### config.mk
export PLATFORM = sky130hd
export DESIGN_NAME = rom_port_arbiter_flat
export DESIGN_NICKNAME = d
export VERILOG_FILES = /design/src/rtl/rom_port_arbiter_pkg.sv /design/src/rtl/rom_port_arbiter_if.sv /design/src/rtl/rom_arb_starve_ctr.sv /design/src/rtl/rom_port_arbiter.sv /design/src/flat_wrapper.sv
export SDC_FILE = /design/constraint.sdc
export NUM_CORES = 1
export LEC_CHECK = 0
export ABC_AREA = 1
export CAP_MARGIN = 25
export CELL_PAD_IN_SITES_DETAIL_PLACEMENT = 2
export CELL_PAD_IN_SITES_GLOBAL_PLACEMENT = 2
export CORE_ASPECT_RATIO = 1.2
export CORE_MARGIN = 2
export CORE_UTILIZATION = 23
export CTS_CLUSTER_SIZE = 40
export DETAILED_ROUTE_END_ITERATION = 10
export HOLD_SLACK_MARGIN = 0.06
export PLACE_DENSITY = 0.83
export REMOVE_ABC_BUFFERS = 1
export SETUP_SLACK_MARGIN = 0.3
export SYNTH_ARGS = -nofsm -noshare
export SYNTH_HDL_FRONTEND = slang
export SYNTH_SLANG_ARGS = --single-unit
### constraint.sdc
create_clock -name clock -period 5 [get_ports clock]
set_input_delay 1 -clock clock [delete_from_list [all_inputs] [get_ports clock]]
set_output_delay 1 -clock clock [all_outputs]
set_load 0.1 [all_outputs]
### src/rtl/rom_port_arbiter_pkg.sv
// Shared definitions for the two-port instruction-ROM arbiter.
package rom_port_arbiter_pkg;

  // Which requester owns the ROM read port in the current cycle.
  typedef enum logic [1:0] {
    SEL_NONE = 2'd0,
    SEL_IF   = 2'd1,
    SEL_LD   = 2'd2
  } sel_e;

  // Default number of consecutive denied load cycles before the load port wins.
  localparam int STARVE_LIMIT_DEF = 4;

  // Width of addresses and data words on both ports and on the ROM.
  localparam int DATA_W = 32;

endpackage

### src/rtl/rom_port_arbiter_if.sv
// Bundle of the fetch port, load port and ROM read port signals.
interface rom_port_arbiter_if;
  import rom_port_arbiter_pkg::*;

  logic              if_req;
  logic [DATA_W-1:0] if_addr;
  logic              if_gnt;
  logic              if_rvalid;
  logic [DATA_W-1:0] if_rdata;

  logic              ld_req;
  logic [DATA_W-1:0] ld_addr;
  logic              ld_gnt;
  logic              ld_rvalid;
  logic [DATA_W-1:0] ld_rdata;
  logic              ld_err;

  logic [DATA_W-1:0] rom_addr;
  logic [DATA_W-1:0] rom_data;

  // Arbiter side.
  modport slave (
    input  if_req, if_addr, ld_req, ld_addr, rom_data,
    output if_gnt, if_rvalid, if_rdata,
    output ld_gnt, ld_rvalid, ld_rdata, ld_err,
    output rom_addr
  );

  // Requesters plus ROM side.
  modport master (
    output if_req, if_addr, ld_req, ld_addr, rom_data,
    input  if_gnt, if_rvalid, if_rdata,
    input  ld_gnt, ld_rvalid, ld_rdata, ld_err,
    input  rom_addr
  );

endinterface

### src/rtl/rom_arb_starve_ctr.sv
// Saturating count of consecutive cycles the load port was denied.
module rom_arb_starve_ctr
  import rom_port_arbiter_pkg::*;
#(
  parameter  int STARVE_LIMIT = STARVE_LIMIT_DEF,
  localparam int CW           = $clog2(STARVE_LIMIT + 1)
) (
  input  logic          clock,
  input  logic          reset,
  input  logic          ld_req_i,
  input  logic          ld_gnt_i,
  output logic [CW-1:0] cnt_o,
  output logic          at_limit_o
);

  localparam logic [CW-1:0] LIMIT = CW'(STARVE_LIMIT);

  logic [CW-1:0] cnt_q, cnt_d;

  // A grant clears the count; a denied request bumps it up to the limit.
  always_comb begin
    cnt_d = cnt_q;
    if (ld_gnt_i) begin
      cnt_d = '0;
    end else if (ld_req_i && (cnt_q != LIMIT)) begin
      cnt_d = cnt_q + 1'b1;
    end
  end

  // Counter register.
  always_ff @(posedge clock or negedge reset) begin
    if (!reset) begin
      cnt_q <= '0;
    end else begin
      cnt_q <= cnt_d;
    end
  end

  assign cnt_o      = cnt_q;
  assign at_limit_o = (cnt_q == LIMIT);

endmodule

### src/rtl/rom_port_arbiter.sv
// Arbitrates a fetch port and a load port onto one combinational ROM read port.
// Fetch has priority unless the load port has been starved for STARVE_LIMIT cycles.
module rom_port_arbiter
  import rom_port_arbiter_pkg::*;
#(
  parameter int ADDR_WIDTH   = 8,
  parameter int STARVE_LIMIT = STARVE_LIMIT_DEF
) (
  input  logic                clock,
  input  logic                reset,
  rom_port_arbiter_if.slave   bus
);

  localparam int CW = $clog2(STARVE_LIMIT + 1);

  sel_e              sel;
  logic              ld_bad;
  logic [CW-1:0]     starve_cnt;
  logic              starve_full;

  logic              if_rvalid_q, if_rvalid_d;
  logic              ld_rvalid_q, ld_rvalid_d;
  logic              ld_err_q,    ld_err_d;
  logic [DATA_W-1:0] if_rdata_q,  if_rdata_d;
  logic [DATA_W-1:0] ld_rdata_q,  ld_rdata_d;

  rom_arb_starve_ctr #(
    .STARVE_LIMIT (STARVE_LIMIT)
  ) u_starve (
    .clock      (clock),
    .reset      (reset),
    .ld_req_i   (bus.ld_req),
    .ld_gnt_i   (bus.ld_gnt),
    .cnt_o      (starve_cnt),
    .at_limit_o (starve_full)
  );

  // Port select; nothing is granted while reset is held low.
  always_comb begin
    sel = SEL_NONE;
    if (reset) begin
      if (bus.ld_req && (!bus.if_req || starve_full)) begin
        sel = SEL_LD;
      end else if (bus.if_req) begin
        sel = SEL_IF;
      end
    end
  end

  assign bus.if_gnt = (sel == SEL_IF);
  assign bus.ld_gnt = (sel == SEL_LD);

  // Route the granted address to the ROM, zero when idle.
  always_comb begin
    bus.rom_addr = '0;
    case (sel)
      SEL_IF:  bus.rom_addr = bus.if_addr;
      SEL_LD:  bus.rom_addr = bus.ld_addr;
      default: bus.rom_addr = '0;
    endcase
  end

  // Loads must be word aligned and land inside the 2**ADDR_WIDTH word ROM.
  assign ld_bad = (bus.ld_addr[1:0] != 2'b00) ||
                  ((bus.ld_addr >> (ADDR_WIDTH + 2)) != '0);

  // Response next-state: one-cycle valid pulse, data held between responses.
  always_comb begin
    if_rvalid_d = bus.if_gnt;
    ld_rvalid_d = bus.ld_gnt;
    ld_err_d    = bus.ld_gnt && ld_bad;
    if_rdata_d  = if_rdata_q;
    ld_rdata_d  = ld_rdata_q;
    if (bus.if_gnt) begin
      if_rdata_d = bus.rom_data;
    end
    if (bus.ld_gnt) begin
      ld_rdata_d = ld_bad ? '0 : bus.rom_data;
    end
  end

  // Response registers; reset drops any in-flight response.
  always_ff @(posedge clock or negedge reset) begin
    if (!reset) begin
      if_rvalid_q <= 1'b0;
      ld_rvalid_q <= 1'b0;
      ld_err_q    <= 1'b0;
      if_rdata_q  <= '0;
      ld_rdata_q  <= '0;
    end else begin
      if_rvalid_q <= if_rvalid_d;
      ld_rvalid_q <= ld_rvalid_d;
      ld_err_q    <= ld_err_d;
      if_rdata_q  <= if_rdata_d;
      ld_rdata_q  <= ld_rdata_d;
    end
  end

  assign bus.if_rvalid = if_rvalid_q;
  assign bus.ld_rvalid = ld_rvalid_q;
  assign bus.ld_err    = ld_err_q;
  assign bus.if_rdata  = if_rdata_q;
  assign bus.ld_rdata  = ld_rdata_q;

endmodule

### src/flat_wrapper.sv
// flat-port wrapper written by rule: the top's interface ports become plain ports
module rom_port_arbiter_flat import rom_port_arbiter_pkg::*;
#(
  parameter int ADDR_WIDTH   = 8,
  parameter int STARVE_LIMIT = STARVE_LIMIT_DEF
)
  (clock, reset, bus_if_req, bus_if_addr, bus_ld_req, bus_ld_addr, bus_rom_data, bus_if_gnt, bus_if_rvalid, bus_if_rdata, bus_ld_gnt, bus_ld_rvalid, bus_ld_rdata, bus_ld_err, bus_rom_addr);
  rom_port_arbiter_if bus_i ();
  input  logic clock;
  input  logic reset;
  input wire logic [$bits(bus_i.if_req)-1:0] bus_if_req;
  input wire logic [$bits(bus_i.if_addr)-1:0] bus_if_addr;
  input wire logic [$bits(bus_i.ld_req)-1:0] bus_ld_req;
  input wire logic [$bits(bus_i.ld_addr)-1:0] bus_ld_addr;
  input wire logic [$bits(bus_i.rom_data)-1:0] bus_rom_data;
  output wire logic [$bits(bus_i.if_gnt)-1:0] bus_if_gnt;
  output wire logic [$bits(bus_i.if_rvalid)-1:0] bus_if_rvalid;
  output wire logic [$bits(bus_i.if_rdata)-1:0] bus_if_rdata;
  output wire logic [$bits(bus_i.ld_gnt)-1:0] bus_ld_gnt;
  output wire logic [$bits(bus_i.ld_rvalid)-1:0] bus_ld_rvalid;
  output wire logic [$bits(bus_i.ld_rdata)-1:0] bus_ld_rdata;
  output wire logic [$bits(bus_i.ld_err)-1:0] bus_ld_err;
  output wire logic [$bits(bus_i.rom_addr)-1:0] bus_rom_addr;
  assign bus_i.if_req = bus_if_req;
  assign bus_i.if_addr = bus_if_addr;
  assign bus_i.ld_req = bus_ld_req;
  assign bus_i.ld_addr = bus_ld_addr;
  assign bus_i.rom_data = bus_rom_data;
  assign bus_if_gnt = bus_i.if_gnt;
  assign bus_if_rvalid = bus_i.if_rvalid;
  assign bus_if_rdata = bus_i.if_rdata;
  assign bus_ld_gnt = bus_i.ld_gnt;
  assign bus_ld_rvalid = bus_i.ld_rvalid;
  assign bus_ld_rdata = bus_i.ld_rdata;
  assign bus_ld_err = bus_i.ld_err;
  assign bus_rom_addr = bus_i.rom_addr;
  rom_port_arbiter #(.ADDR_WIDTH(ADDR_WIDTH), .STARVE_LIMIT(STARVE_LIMIT)) u_core (.clock(clock), .reset(reset), .bus(bus_i));
endmodule
Run 1, sequential cells grouped by signal name:
Other sequential cells in the stronger gray, the rest of the logic in the fainter gray.
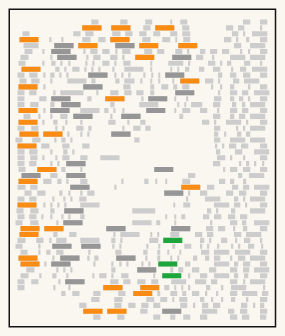
u_core.bus.if_rdata -> orange  # flops 32
u_core.u_starve.cnt_o -> green  # flops 3
sequential share of cell area: 26.4%
Core Util, Final: 40.8%

Run 1, placed standard cells:
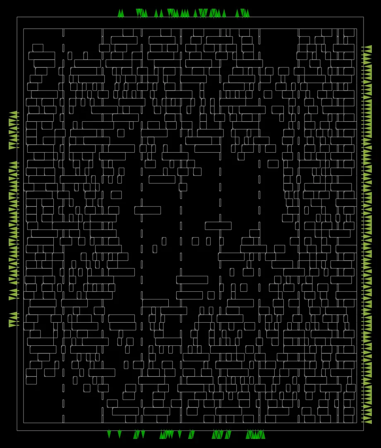
core area: 16300 um2
# fillers: 1758
Tap Cells: 212
row count: 51
post-route insts no fill: 841

==> run_results.csv, run 1 <==
group,metric,value,unit
placed_design,globalplace.congestion,0.806,
synthesis,ys_cells,436,
cts,cts_tree,"done",
timing,rsz0062_at_grt,"false",
cells_and_area,nFlopsAndLatches,70,
synthesis,synth_cell_types,23,
cts,cts_buffers,9,
global_routing,overflow,0,
global_routing,grt_usage,17.7,%
placed_design,placed_cells,824,
timing,finalMaxSlewViolations,0,
cts,path_clk_slew,60,ps
cells_and_area,layout_top_cell,"clkdlybuf4s50_1",
timing,fin_hold_ws,461,ps
floorplanning,dieWidth,122,um
cells_and_area,inv_count,40,
power,ir_drop,0.237,mV
setup_path,cp_data_required_time,4000,ps
placed_design,hpwl,11600,um
cts,hold_buffers,0,
flow_run,drv_cap,0,
detailed_routing,route.detailed.drc,0,
cells_and_area,final.clkbuf_count,11,
detailed_routing,dr.pass1.iters,4,
setup_path,rrSetupSlack,2070,ps
setup_path,critPathLaunch,"bus_if_req",
synthesis,synth_top_cell_by_area,"dfrtp_1",
cells_and_area,seq_area,1750,um2
cts,clockRootBuffer,"clkbuf_16",
setup_path,r2r_cells,13,
floorplanning,die_h,146,um
setup_path,crit_fanout,35,
floorplanning,io_pins,201,
setup_path,r2r-start,"u_core.u_starve.cnt_o[1]",
cells_and_area,logic_gate_count,297,
setup_path,worst_ep_arrival_time,3330,ps
timing,fin_crit,4330,ps
cells_and_area,comb_share,26.4,%
flow_run,warning_count,27,
synthesis,syn_area,3840,um2
detailed_routing,vias_per_cell,4.54,
timing,tns,0,ps
cts,cts_setup_buffers,0,
run_status,status,"complete, no violations",
setup_path,path_class,"in2out",
Run 1, wiring heat map:
24 x 29 tiles, from black (low) to pale yellow (high), scaled to the fullest tile. Values are wire area over tile area, all layers added.
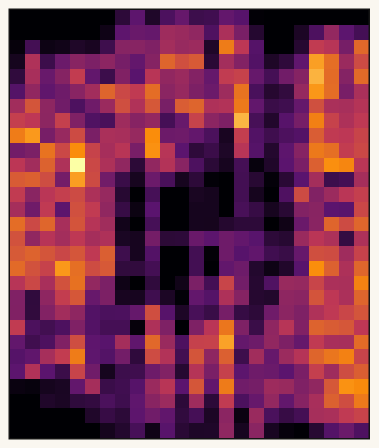
tiles over half the peak = 22%
mean over tiles = 0.14
nearly empty tiles = 9.6%
fullest tile = 0.44
densest ninth of the die = west
WL/cell: 18.8 um
Via Count: 3814
final wirelength: 15800 um

## run 1: report_power, final
| part | leakage [nW] | switching (mW) | internal (mW) |
|---|---|---|---|
| clock network | 0.162 | 0.253 | 0.464 |
| registers | 0.899 | 0.0453 | 0.650 |
| logic | 1.90 | 0.836 | 0.326 |
| total | 2.96 | 1.13 | 1.44 |
## run 1: Yosys cell counts
cell and count:
o21ai_0 2, a21oi_2 28, buf_1 1, clkinv_1 1, inv_1 39, buf_12 3, buf_6 3, nor2_1 15
buf_4 3, ha_1 4, nor2_2 3, nor2_8 1, clkbuf_1 4, a21oi_1 6, nand2_4 1, nand2_1 141
dfrtp_1 70, nand3_1 2, nand2_2 29, mux2_2 32, a211oi_1 1, buf_2 15, nand4_1 32
## run 1: worst max-delay path: stages
cell,delay [ps]
clkdlybuf4s50_1,490
nand2_2,70
nand2_4,90
nand3_1,190
inv_1,120
ha_2,660
nand2_1,120
a21oi_1,330
buf_12,230
## run 1: state kept, by name (all words and copies together), names as in the netlist
signal and cells:
u_core.bus.if_rdata 32, u_core.bus.ld_rdata 32, u_core.u_starve.cnt_o 3, u_core.bus.if_rvalid 1, u_core.bus.ld_err 1, u_core.bus.ld_rvalid 1
## run 1: logic make-up after synthesis
group,synth area share (%)
muxes,9.38
DFF,45.6
AOI/OAI and AO/OA,7.62
buffers and inverters,9.38
adders and majority gates,1.30
and+or+nand+nor,26.7
## run 1: layer usage
layer	part of all wire, %	vias to the layer above	GRT usage [%]
li1	-	1765	-
met1	38	1886	19.1
met2	53	155	33.6
met3	8.0	8	5.60
met4	0.66	0	2.76
met5	0	-	0
Run 1, I/O nets highlighted:
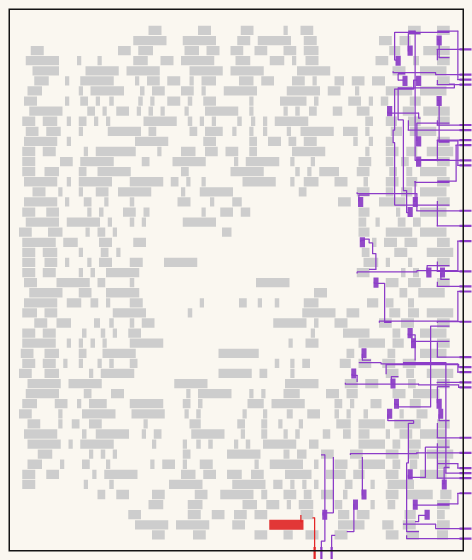

## Run 2: what changed since run 1
--- a/config.mk
+++ b/config.mk
@@ -18,6 +18,7 @@
 export PLACE_DENSITY = 0.83
 export REMOVE_ABC_BUFFERS = 1
 export SETUP_SLACK_MARGIN = 0.3
+export SLEW_MARGIN = 20
 export SYNTH_ARGS = -nofsm -noshare
 export SYNTH_HDL_FRONTEND = slang
 export SYNTH_SLANG_ARGS = --single-unit
Run 2, I/O nets highlighted:
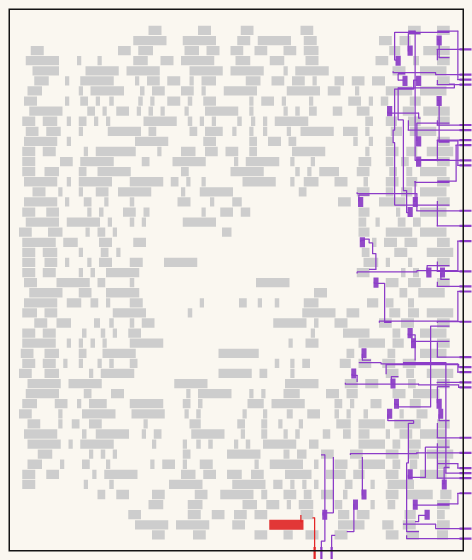
bus_if_addr -> purple  # bits 32, direction input, edge 30 east, 2 south, end cells 32, buffers 32, wire 1060 um
bus_ld_rvalid -> red  # bits 1, direction output, edge south, end cells 1, buffers 1, wire 10.9 um
IO buf count: 200
I/O pins: 201

==> run 2 against run 1 <==
Compared with the run above: utilization down 0.12 points; sequential share of layout area up 0.080 points; via count up 0.21%; sequential power about the same; highest routed layer unchanged; critical path type unchanged; routed wire length down 0.90%.
==> run_results.csv, run 2 <==
group,metric,value,unit
setup_path,critPathSlowestCell,"ha_2",
power,ir_drop,0.237,mV
power,comb_power_share,45.1,%
cts,path_clk_slew,60,ps
global_routing,grt_usage,17.7,%
flow_run,warning_count,27,
synthesis,synthFlopType,"dfrtp_1",
power,p_switching,1.13,mW
synthesis,synth_cell_types,23,
cells_and_area,utilization,40.7,%
detailed_routing,vias,3822,
global_routing,met1_usage,19.1,%
floorplanning,core-area,16300,um2
detailed_routing,wl_per_cell,18.7,um
synthesis,async_reset_ff_share,100,%
detailed_routing,met2_length,8300,um
timing,finalMaxSlewViolations,0,
detailed_routing,wl_met3,1280,um
setup_path,path_delay_family,"buffers and inverters",
cells_and_area,nFillCells,1758,
setup_path,rrSetupSlack,2150,ps
global_routing,top_usage_layer,"met2",
flow_run,drv_cap,0,
global_routing,overflow,0,
cts,hold_buffers,0,
setup_path,r2r-start,"u_core.u_starve.cnt_o[0]",
floorplanning,dieWidth,122,um
global_routing,gr-usage-met3,5.60,%
run_status,status,"complete, no violations",
setup_path,worst-path-buf-inv,3,
setup_path,path_class,"in2out",
synthesis,synth_top_cell_by_area,"dfrtp_1",
cts,cts_buffers,9,
cts,cts_tree,"done",
setup_path,crit_fanout,35,
detailed_routing,dr.pass1.iters,4,
timing,rsz0062_at_grt,"false",
global_routing,grt_use_met2,33.6,%
cells_and_area,seq_area,1750,um2
synthesis,yosysMostFrequentCell,"nand2_1",
setup_path,r2r_cells,12,
timing,fin_crit,4330,ps
setup_path,critPathLaunch,"bus_if_req",
setup_path,cp_data_required_time,4000,ps
cells_and_area,layout_top_cell,"clkdlybuf4s50_1",
placed_design,hpwl,11600,um
synthesis,ys_cells,436,
synthesis,syn_area,3840,um2
detailed_routing,route.detailed.drc,0,
run 2: cell type report:
type	count	area share, %
tap	212	4.01
clock buffer	11	3.82
sequential	70	26.5
multi-input combinational	297	26.5
clock inverter	5	1.23
timing repair buffer	205	35.7
inverter	40	2.27
run 2: how the worst min path moves through the flow:
stage                             start                       end  slack [ps]  cells past startpoint
4_1_cts                           reset      u_core.bus.ld_rvalid         450                      1
2_1_floorplan  u_core.u_starve.cnt_o[2]  u_core.u_starve.cnt_o[2]         440                      1
6_report                          reset      u_core.bus.ld_rvalid         460                      1
3_3_place_gp    u_core.bus.ld_rdata[13]   u_core.bus.ld_rdata[13]         460                      2
5_1_grt                           reset      u_core.bus.ld_rvalid         450                      1
3_5_place_dp   u_core.u_starve.cnt_o[2]  u_core.u_starve.cnt_o[2]         470                      1
run 2: cell families (layout without fill, tap and decap cells):
kind of cell             count (synthesis)  after routing  synth area share, %
buffers and inverters                   69            261                 9.38
AND/OR/NAND/NOR                        224            224                 26.7
multiplexers                            32             32                 9.38
AND-OR/OR-AND                           37             37                 7.62
adder cells (fa/ha/maj)                  4              4                 1.30
flip-flops                              70             70                 45.6
run 2: power groups by stage:
stage	clock [mW]	combinational (mW)	sequential (mW)
2_1_floorplan	0	0.275	1.22
3_3_place_gp	0	1.14	0.698
3_5_place_dp	0	1.17	0.707
4_1_cts	0.738	1.17	0.698
5_1_grt	0.764	1.21	0.705
6_report	0.717	1.16	0.695
run 2: metrics by stage:
stage	setup WS, ps	instance area, um2	total power [mW]	instances
2_1_floorplan	-1050	3630	1.50	407
3_3_place_gp	685	6280	1.84	824
3_5_place_dp	553	6280	1.87	824
4_1_cts	604	6620	2.61	840
5_1_grt	467	6620	2.68	840
6_report	675	6620	2.57	840
Power is estimated from default activity; no workload was simulated.
